### config.mk
export PLATFORM = sky130hd
export DESIGN_NAME = rob_dispatch_ctrl
export DESIGN_NICKNAME = d
export VERILOG_FILES = /design/src/rtl/rob_dispatch_ctrl.sv
export SDC_FILE = /design/constraint.sdc
export NUM_CORES = 1
export LEC_CHECK = 0
export ABC_AREA = 1
export CORE_MARGIN = 3
export CORE_UTILIZATION = 32
export CTS_CLUSTER_SIZE = 40
export DETAILED_ROUTE_END_ITERATION = 12
export GPL_TIMING_DRIVEN = 0
export HOLD_SLACK_MARGIN = 0.1
export PLACE_DENSITY = 0.74
export SLEW_MARGIN = 15
export SYNTH_ARGS = -nofsm -noshare
export SYNTH_HDL_FRONTEND = slang
export SYNTH_SLANG_ARGS = --single-unit
### constraint.sdc
create_clock -name clk -period 1.4 [get_ports clk]
set_input_delay 0.28 -clock clk [delete_from_list [all_inputs] [get_ports clk]]
set_output_delay 0.28 -clock clk [all_outputs]
set_load 0.01 [all_outputs]
### src/rtl/rob_dispatch_ctrl.sv
// rob_dispatch_ctrl: rename-to-ROB allocation sequencer with retry on partial grants.
// Optional allocation-stall counter enabled by defining ROB_DISP_STALL_CNT_EN.
package uarch_pkg;
    parameter int TAG_WIDTH = 6;

    typedef struct packed {
        logic [31:0] pc;
        logic [4:0]  ard;
        logic [6:0]  prd;
        logic        exc;
    } rob_entry_t;
endpackage

module rob_dispatch_ctrl
    import uarch_pkg::rob_entry_t;
#(
    parameter int PIPE_WIDTH  = 2,
    parameter int TAG_WIDTH   = uarch_pkg::TAG_WIDTH,
    parameter int STALL_CNT_W = 32
) (
    input  logic                                 clk,
    input  logic                                 rst_n,
    input  logic                                 flush,
    input  logic [PIPE_WIDTH-1:0]                in_valid,
    input  rob_entry_t [PIPE_WIDTH-1:0]          in_entries,
    output logic                                 in_ready,
    output logic [PIPE_WIDTH-1:0]                rob_alloc_req,
    input  logic [PIPE_WIDTH-1:0]                rob_alloc_gnt,
    input  logic [PIPE_WIDTH-1:0][TAG_WIDTH-1:0] rob_alloc_tags,
    output logic [PIPE_WIDTH-1:0]                rob_we,
    output rob_entry_t [PIPE_WIDTH-1:0]          rob_entries,
    output logic [PIPE_WIDTH-1:0]                disp_valid,
    output logic [PIPE_WIDTH-1:0][TAG_WIDTH-1:0] disp_tags,
    output logic [STALL_CNT_W-1:0]               stall_cnt
);

    typedef enum logic [1:0] {
        IDLE = 2'd0,
        REQ  = 2'd1,
        GNT  = 2'd2
    } state_e;

    state_e                      state_q, state_d;
    rob_entry_t [PIPE_WIDTH-1:0] hold_q, hold_d;
    logic [PIPE_WIDTH-1:0]       hold_valid_q, hold_valid_d;
    logic [PIPE_WIDTH-1:0]       g;
    logic                        accept;

    // The ROB grants oldest-first, so a lone slot1 grant is not honoured.
    always_comb begin
        g = rob_alloc_gnt & hold_valid_q;
        if (g == 2'b10) begin
            g = 2'b00;
        end
    end

    assign accept = (state_q == IDLE) && !flush && (|in_valid);

    always_comb begin
        in_ready      = rst_n && (state_q == IDLE) && !flush;
        rob_alloc_req = '0;
        rob_we        = '0;
        if (!flush && state_q == REQ) begin
            rob_alloc_req = hold_valid_q;
        end
        if (!flush && state_q == GNT) begin
            rob_we = g;
        end
        disp_valid  = rob_we;
        rob_entries = hold_q;
        for (int i = 0; i < PIPE_WIDTH; i++) begin
            disp_tags[i] = rob_we[i] ? rob_alloc_tags[i] : '0;
        end
    end

    always_comb begin
        state_d      = state_q;
        hold_d       = hold_q;
        hold_valid_d = hold_valid_q;
        if (flush) begin
            state_d      = IDLE;
            hold_valid_d = '0;
        end else begin
            unique case (1'b1)
                state_q == IDLE: begin
                    if (accept) begin
                        state_d = REQ;
                        if (in_valid == 2'b10) begin
                            hold_d[0]    = in_entries[1];
                            hold_valid_d = 2'b01;
                        end else begin
                            hold_d       = in_entries;
                            hold_valid_d = in_valid;
                        end
                    end
                end
                state_q == REQ: begin
                    state_d = GNT;
                end
                state_q == GNT: begin
                    if (g == hold_valid_q) begin
                        state_d      = IDLE;
                        hold_valid_d = '0;
                    end else if (g == 2'b01 && hold_valid_q == 2'b11) begin
                        state_d      = REQ;
                        hold_d[0]    = hold_q[1];
                        hold_valid_d = 2'b01;
                    end else begin
                        state_d = REQ;
                    end
                end
                default: begin
                    state_d      = IDLE;
                    hold_valid_d = '0;
                end
            endcase
        end
    end

    always_ff @(posedge clk or negedge rst_n) begin
        if (!rst_n) begin
            state_q      <= IDLE;
            hold_q       <= '0;
            hold_valid_q <= '0;
        end else begin
            state_q      <= state_d;
            hold_q       <= hold_d;
            hold_valid_q <= hold_valid_d;
        end
    end

`ifdef ROB_DISP_STALL_CNT_EN
    logic [STALL_CNT_W-1:0] stall_cnt_q, stall_cnt_d;

    // Counts partial and zero grants; survives flush, saturates at all-ones.
    always_comb begin
        stall_cnt_d = stall_cnt_q;
        if (!flush && state_q == GNT && g != hold_valid_q && !(&stall_cnt_q)) begin
            stall_cnt_d = stall_cnt_q + STALL_CNT_W'(1);
        end
    end

    always_ff @(posedge clk or negedge rst_n) begin
        if (!rst_n) begin
            stall_cnt_q <= '0;
        end else begin
            stall_cnt_q <= stall_cnt_d;
        end
    end

    assign stall_cnt = stall_cnt_q;
`else
    assign stall_cnt = '0;
`endif

endmodule

### Placement view

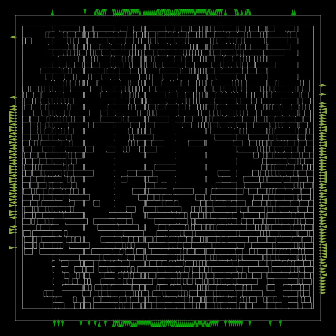
Site Rows: 47
sequential share of cell area: 23.2%
CORE AREA: 16800 um2
tapcell count: 220

### Sizing map

Scale bar: 50 um.
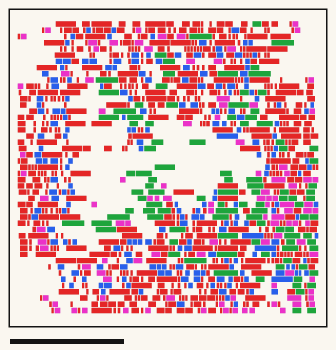
legend:
  red:
    size: drive 1 or less
    cells: 698
    most_used: nand2_1
  magenta:
    size: drive 3 to 4
    cells: 104
    most_used: buf_4
  blue:
    size: drive 2
    cells: 200
    most_used: nand2_2
  green:
    size: drive 6 and up
    cells: 103
    most_used: buf_6

### Metal layers overlaid

Scale bar: 50 um.
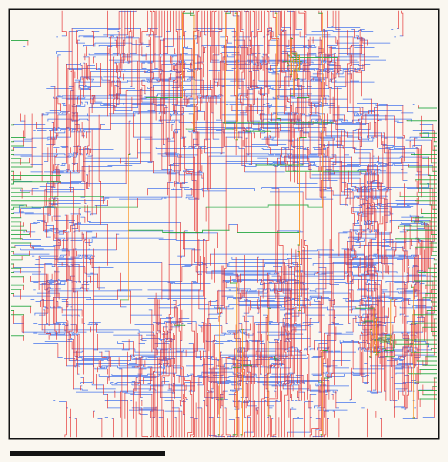
legend:
  orange:
    layer: met4
    wire_length: 659 um
  green:
    layer: met3
    wire_length: 863 um
  blue:
    layer: met1
    wire_length: 8440 um
  red:
    layer: met2
    wire_length: 11200 um

### Met3 routing

Scale bar: 50 um.
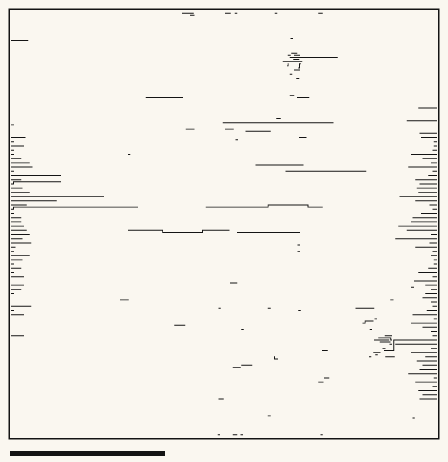
longest straight run: 40.0 um
nets with wire on the layer: 152
main direction: horizontal
wire length on this layer: 863 um
share of all routed wire: 4.1%

==> results.py <==
# Auto-generated metrics
metrics = {
    "final_layout": {
        "lay_top_cells": "nand2_1, inv_1, clkdlybuf4s50_1",
        "largest_reg_flops": 90,
        "nNonClkBuffers": 348,
        "fin_nets": 1209,
        "fillerInstances": 1465,
        "layout-drive-gt1-share_pct": 36.8,
    },
    "synth": {
        "topCellsByArea": "dfrtp_1, nand2_1, inv_1",
        "ys_cells": 776,
        "ys_chip_area_um2": 5580,
        "async_flop_share_pct": 100,
        "synth-edff-count": 0,
        "yosys_most_used_dff": "dfrtp_1",
        "ys.flops": 94,
        "mux_share_pct": 0,
        "yosysMostFrequentCell": "nand2_1",
        "yosysTopAreaCell": "dfrtp_1",
        "synth.cells.most_frequent": "nand2_1, inv_1, dfrtp_1",
        "xor_share_pct": 0,
        "ys_sh_simple_pct": 36.5,
    },
    "route": {
        "firstDrtPassIters": 4,
        "drc": 0,
        "detail_route.wl_per_cell_um": 15.9,
        "final_antenna_net_count": 0,
        "vias_per_cell": 4.52,
        "wl_um": 21100,
        "met3_length_um": 863,
        "wl_met2_um": 11200,
    },
    "power_and_ir_drop": {
        "power_density_nw_per_um2": 1070,
        "seqPwrFrac_pct": 36.9,
        "power.switching_mw": 3.90,
        "p_total_mw": 10.8,
        "powerSeq_mw": 4.00,
        "ir_drop_uv": 561,
        "pg_comb_mw": 4.29,
        "p_clk_mw": 2.56,
    },
    "timing": {
        "slew_headroom_pct": 66.5,
        "finalSetupViolCount": 111,
        "timing.hold.ws_ns": -0.141,
        "worstMarginPinSlew_ns": 0.502,
        "min_period_ns": 1.98,
        "timing.final.ws_setup_ns": -0.583,
        "fin_crit_sh_pct": 142,
        "finalMaxSlewViolations": 0,
        "fin_tns_setup_ns": -29.77,
        "finalHoldViolCount": 48,
    },
    "critical_path": {
        "crit_end": "disp_tags[9]",
        "crit_family": "simple AND/OR/NAND/NOR gates",
        "r2r_cells": 10,
        "cpMaxStageDelayCell": "dfrtp_2",
        "cpPeakStageDelay_ns": 0.43,
        "worstSetupStartpointType": "flip-flop",
        "worstPathArrival_ns": 1.70,
        "worst-path-buf-inv": 4,
        "r2r-start": "state_q[0]",
        "cp_common_cell": "buf_6",
    },
    "global_route": {
        "overflow": 0,
        "grt_pass1_wl_um": 32700,
        "top_usage_layer": "met2",
        "grtUsageMet1_pct": 26.4,
        "met3_usage_pct": 2.73,
        "antenna_found_initial": 0,
    },
    "clocking": {
        "htreeDepth": 3,
        "post_cts_buffers": 43,
        "cts.clk_slew.worst_paths_ns": 0.08,
        "clkLatencyLatePin_ns": 0.35,
        "cts_buffers": 9,
        "cts_resized": 365,
        "cts_sinks": 94,
    },
    "job": {
        "warnings": 31,
    },
    "placed_design": {
        "place_inst": 1245,
        "gp_congestion": 0.856,
        "dp_hpwl_um": 13500,
    },
    "floorplan": {
        "fp_util_pct": 33.2,
        "die_width_um": 138,
        "die-area_um2": 19100,
        "ios": 250,
        "fp.dieH_um": 138,
    },
    "status": {
        "outcome": "finished with violations",
        "violations": "negative hold slack, negative setup slack",
    },
}
